flops_by_reg.png
Bar = 100 um. Other sequential cells in the stronger grey, the rest of the logic in the fainter grey.
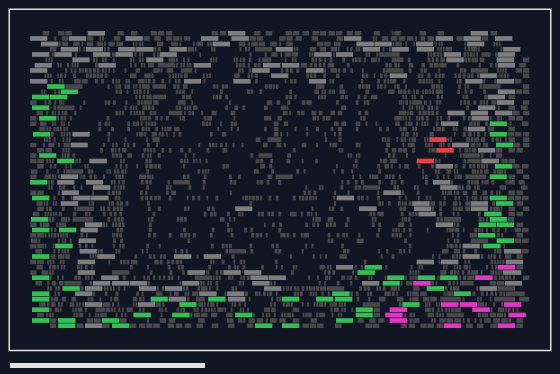
io_fan.png
Bar = 100 um.
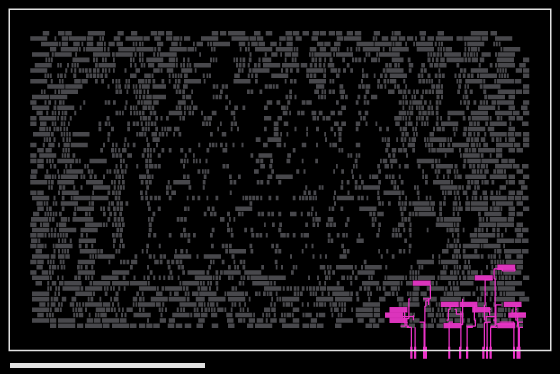
wires.png
Only two layers are drawn.
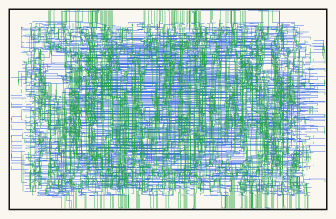
clocks.png
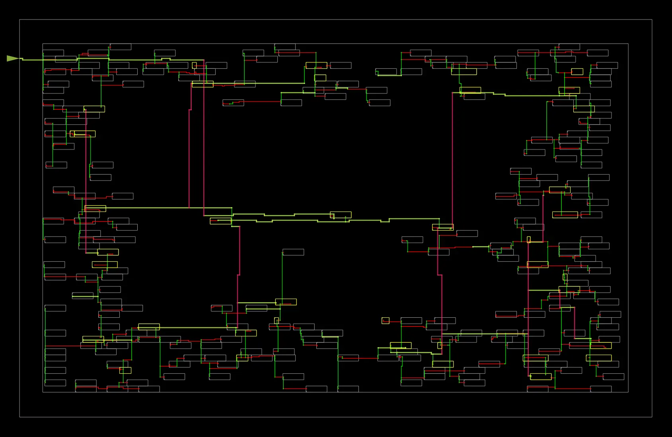
detail.png
Region (49, 110) to (89, 150) um. Cells in grey, sequential cells in the stronger grey; small squares are vias.
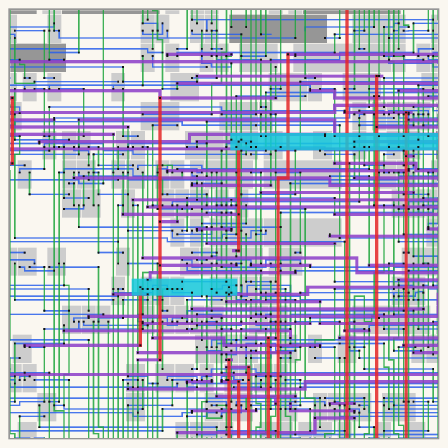
--- src/rtl/mem_access_unit.sv ---
// Load/store front-end for the synchronous data RAM: byte-addressed requests in,
// word-wide RAM accesses out, with lane extraction, extension and read-modify-write.
module mem_access_unit #(
   parameter int unsigned ADDR_BITS      = 16,
   parameter int unsigned WORD_ADDR_BITS = 13,
   parameter int unsigned DATA_BITS      = 64,
   parameter int unsigned MEM_WORDS      = 8064
) (
   input  logic                      clock,
   input  logic                      reset_n,
   input  logic                      req_valid,
   output logic                      req_ready,
   input  logic                      req_write,
   input  logic [1:0]                req_size,
   input  logic                      req_signed,
   input  logic [ADDR_BITS-1:0]      req_addr,
   input  logic [DATA_BITS-1:0]      req_wdata,
   output logic                      rsp_valid,
   input  logic                      rsp_ready,
   output logic [DATA_BITS-1:0]      rsp_rdata,
   output logic                      rsp_error,
   output logic [WORD_ADDR_BITS-1:0] ram_address,
   output logic                      ram_write,
   output logic [DATA_BITS-1:0]      ram_in,
   input  logic [DATA_BITS-1:0]      ram_out
);

   localparam int unsigned OFF_BITS   = ADDR_BITS - WORD_ADDR_BITS;
   localparam int unsigned SHIFT_BITS = $clog2(DATA_BITS);

   typedef enum logic [2:0] {
      S_IDLE,
      S_RD,
      S_CAP,
      S_WR,
      S_RESP
   } state_t;

   state_t                    state;
   logic                      cap_write;
   logic [1:0]                cap_size;
   logic                      cap_signed;
   logic [WORD_ADDR_BITS-1:0] cap_waddr;
   logic [OFF_BITS-1:0]       cap_off;
   logic [DATA_BITS-1:0]      cap_wdata;

   logic [WORD_ADDR_BITS-1:0] req_waddr;
   logic [OFF_BITS-1:0]       req_off;
   logic                      req_misaligned;
   logic                      req_out_of_range;
   logic [SHIFT_BITS-1:0]     lane_shift;
   logic [DATA_BITS-1:0]      size_mask;
   logic [DATA_BITS-1:0]      shifted;
   logic [DATA_BITS-1:0]      load_ext;
   logic [DATA_BITS-1:0]      merged;

   assign req_waddr        = req_addr[ADDR_BITS-1:OFF_BITS];
   assign req_off          = req_addr[OFF_BITS-1:0];
   assign req_out_of_range = 32'(req_waddr) >= MEM_WORDS;
   assign lane_shift       = SHIFT_BITS'({cap_off, 3'b000});

   // Alignment: the offset must be a multiple of the access size.
   always_comb begin
      req_misaligned = 1'b0;
      unique case (req_size)
         2'd1:    req_misaligned = req_off[0];
         2'd2:    req_misaligned = |req_off[1:0];
         2'd3:    req_misaligned = |req_off;
         default: req_misaligned = 1'b0;
      endcase
   end

   // Lane selection and extension for loads, lane replacement for sub-doubleword stores.
   always_comb begin
      size_mask = '1;
      load_ext  = '0;
      shifted   = ram_out >> lane_shift;
      unique case (cap_size)
         2'd0: begin
            size_mask = DATA_BITS'(8'hFF);
            load_ext  = {{(DATA_BITS-8){cap_signed & shifted[7]}}, shifted[7:0]};
         end
         2'd1: begin
            size_mask = DATA_BITS'(16'hFFFF);
            load_ext  = {{(DATA_BITS-16){cap_signed & shifted[15]}}, shifted[15:0]};
         end
         2'd2: begin
            size_mask = DATA_BITS'(32'hFFFF_FFFF);
            load_ext  = {{(DATA_BITS-32){cap_signed & shifted[31]}}, shifted[31:0]};
         end
         default: begin
            size_mask = '1;
            load_ext  = shifted;
         end
      endcase
      merged = (ram_out & ~(size_mask << lane_shift)) | ((cap_wdata & size_mask) << lane_shift);
   end

   always_ff @(posedge clock or negedge reset_n) begin
      if (!reset_n) begin
         state       <= S_IDLE;
         req_ready   <= 1'b1;
         rsp_valid   <= 1'b0;
         rsp_rdata   <= '0;
         rsp_error   <= 1'b0;
         ram_address <= '0;
         ram_write   <= 1'b0;
         ram_in      <= '0;
         cap_write   <= 1'b0;
         cap_size    <= '0;
         cap_signed  <= 1'b0;
         cap_waddr   <= '0;
         cap_off     <= '0;
         cap_wdata   <= '0;
      end else begin
         unique case (state)
            S_IDLE: begin
               if (req_valid) begin
                  cap_write  <= req_write;
                  cap_size   <= req_size;
                  cap_signed <= req_signed;
                  cap_waddr  <= req_waddr;
                  cap_off    <= req_off;
                  cap_wdata  <= req_wdata;
                  req_ready  <= 1'b0;
                  if (req_misaligned || req_out_of_range) begin
                     state     <= S_RESP;
                     rsp_valid <= 1'b1;
                     rsp_error <= 1'b1;
                     rsp_rdata <= '0;
                  end else if (req_write && req_size == 2'd3) begin
                     state       <= S_WR;
                     ram_address <= req_waddr;
                     ram_write   <= 1'b1;
                     ram_in      <= req_wdata;
                  end else begin
                     state       <= S_RD;
                     ram_address <= req_waddr;
                  end
               end
            end
            S_RD: begin
               state <= S_CAP;
            end
            S_CAP: begin
               if (cap_write) begin
                  state     <= S_WR;
                  ram_write <= 1'b1;
                  ram_in    <= merged;
               end else begin
                  state       <= S_RESP;
                  ram_address <= '0;
                  rsp_valid   <= 1'b1;
                  rsp_error   <= 1'b0;
                  rsp_rdata   <= load_ext;
               end
            end
            S_WR: begin
               state       <= S_RESP;
               ram_address <= '0;
               ram_write   <= 1'b0;
               ram_in      <= '0;
               rsp_valid   <= 1'b1;
               rsp_error   <= 1'b0;
               rsp_rdata   <= '0;
            end
            S_RESP: begin
               if (rsp_ready) begin
                  state     <= S_IDLE;
                  req_ready <= 1'b1;
                  rsp_valid <= 1'b0;
                  rsp_error <= 1'b0;
                  rsp_rdata <= '0;
               end
            end
            default: begin
               state <= S_IDLE;
            end
         endcase
      end
   end

endmodule

--- config.mk ---
export PLATFORM = sky130hd
export DESIGN_NAME = mem_access_unit
export DESIGN_NICKNAME = d
export VERILOG_FILES = /design/src/rtl/mem_access_unit.sv
export SDC_FILE = /design/constraint.sdc
export NUM_CORES = 1
export LEC_CHECK = 0
export ABC_AREA = 1
export CAP_MARGIN = 20
export CORE_ASPECT_RATIO = 0.6
export CORE_MARGIN = 10
export CORE_UTILIZATION = 35
export DETAILED_ROUTE_END_ITERATION = 16
export GPL_TIMING_DRIVEN = 0
export PLACE_DENSITY_LB_ADDON = 0.12
export SLEW_MARGIN = 5
export SYNTH_ARGS = -nofsm -noshare
export SYNTH_HDL_FRONTEND = slang
export SYNTH_SLANG_ARGS = --single-unit
--- constraint.sdc ---
create_clock -name clock -period 2.28 [get_ports clock]
set_input_delay 0.456 -clock clock [delete_from_list [all_inputs] [get_ports clock]]
set_output_delay 0.456 -clock clock [all_outputs]
set_load 0.02 [all_outputs]
==> results.sh <==
# physical design summary
export IMPL_path_cells="buf_4 -> buf_4 -> buf_4 -> or2_2 -> o21ai_2 -> a21oi_1 -> o211ai_1 -> nand2_1"
export IMPL_hold_violations=24
export IMPL_wire_per_inst_um=28.1
export IMPL_number_of_max_slew_violations_in_the_final_report=0
export IMPL_layout_top_cells_excl_fill_tap="sky130_fd_sc_hd__nand2_1 (706), sky130_fd_sc_hd__nand3_1 (323), sky130_fd_sc_hd__clkdlybuf4s50_1 (295), sky130_fd_sc_hd__dfrtp_1 (218), sky130_fd_sc_hd__o21ai_0 (189)"
export IMPL_worst_setup_path_endpoint="rsp_rdata[0]"
export IMPL_die_height_um=174
export IMPL_crit_path_start="cap_off[0]"
export IMPL_cap_violations=0
export IMPL_die_area_um2=48000
export IMPL_finalWorstSetupSlack_ns=-0.0794
export IMPL_grt_pass1_vias=15900
export IMPL_timing_hold_ws_ns=-0.0623
export IMPL_number_of_instances_in_the_synthesized_netlist=2080
export IMPL_met1_usage_pct=49.3
export IMPL_wirelength_met1_um=38200
export IMPL_reg2reg_setup_slack_ns=-0.08
export IMPL_place_worst_setup_slack_ns=-0.719
export IMPL_grt_first_pass_wirelength_um=117000
export IMPL_largest_net_degree_at_the_start_of_global_routing=111
export IMPL_cts_reportedPaths_clkPinSlew_ns=0.07
export IMPL_yosys_cell_count_top_type="sky130_fd_sc_hd__nand2_1"
export IMPL_drt_total_wl_um=82800
export IMPL_number_of_synthesized_flops_with_an_enable_pin=0
export IMPL_synth_top_flop_cell="sky130_fd_sc_hd__dfrtp_1"
export IMPL_antenna_cells_inserted=2
export IMPL_setup_violations=2
export IMPL_post_route_cells_drive_above_1_share_pct=9.40
export IMPL_asyncSetResetFlopFracSynth_pct=100
export IMPL_layout_non_clock_buffers=458
export IMPL_power_frac_comb_pct=65.2
export IMPL_worst_setup_start_kind="register"
export IMPL_met2_wire_length_um=31500
export IMPL_seq_power_w=0.00719
export IMPL_power_density_nw_per_um2=1760
export IMPL_layout_top_registers="cap_wdata: 64 flops, ram_in: 64 flops, rsp_rdata: 64 flops"
export IMPL_failing_checks="hold timing, setup timing"
export IMPL_via_per_inst=5.71
export IMPL_worstRegToRegCells=8
export IMPL_rr_endpoint="rsp_rdata[0]"
export IMPL_tool_warnings=36
export IMPL_fillCellCount=3957
export IMPL_critical_path_peak_fanout=10
export IMPL_synthesized_netlist_net_count=2232
export IMPL_number_of_buffers_added_on_ports=296
export IMPL_share_of_total_power_in_sequential_cells_pct=21.8
export IMPL_vias=16800
export IMPL_htreeDepth=1
export IMPL_cts_hold_buf=0
export IMPL_post_route_ant_nets=0
export IMPL_most_used_logic_cell_in_the_final_layout="sky130_fd_sc_hd__nand2_1"
export IMPL_synth_yosys_chip_area_um2=13800
export IMPL_postSynthAreaPerCell_um2=6.63
export IMPL_synth_simple_area_share_pct=35.8
export IMPL_globalRoute_busiestLayer="met1"
export IMPL_max_area_cell_class="logic gates"
export IMPL_placeableCoreArea_um2=39000
export IMPL_routabilityCongestion=1.06
export IMPL_outcome="finished, violations left"
export IMPL_placed_cells_incl_taps=2899
export IMPL_crit_end_category="register"
export IMPL_switching_power_w=0.0179
export IMPL_report_power_total_w=0.0329
export IMPL_area_share_clock_buf_inv_pct=4.36
export IMPL_post_route_drc_count=0
export IMPL_globalRouteOverflowTotal=0
export IMPL_wl_met3_um=11600
export IMPL_worst_ep_required_time_ns=2.68
export IMPL_utilization_pct=48.1
export IMPL_cp_num_cells=8
export IMPL_boundaryPins=297
export IMPL_postCtsSetupBuffers=2
export IMPL_cts_buffer_depth=3
export IMPL_post_route_period_util_pct=103
export IMPL_yosys_area_share_aoi_pct=14.9
## Picture notes: flops_by_reg.png
Green shows `ram_in`, placed flops 64. Red shows `cap_off`, placed flops 3. Magenta shows `ram_address`, placed flops 13, where lower right.
Another 139 sequential cells are not coloured.

## Picture notes: io_fan.png
Magenta shows `ram_address`, bits 13, direction output, end cells 13, buffers 13, wire 443 um.

## Picture notes: wires.png
Blue shows metal 1, wire length 38.2 mm. Green shows metal 2, wire length 31.5 mm.

## Picture notes: clocks.png
clock group total power: 0.00427 W
flip-flops: 219
Final Skew: 0.0140 ns
Layout clock buffers: 28
cts bufs inserted: 23

## Picture notes: detail.png
Blue shows metal 1. Red shows metal 4. Cyan shows metal 5. Purple shows metal 3. Green shows metal 2.
Most frequent: nand2_1 (71), nand3_1 (24), o21ai_0 (9). Netlist names of flops here include `rsp_rdata` (2). 142 logic cells have their middle in the window. Sequential cells in the window: 2.

Power is estimated from default activity; no workload was simulated.
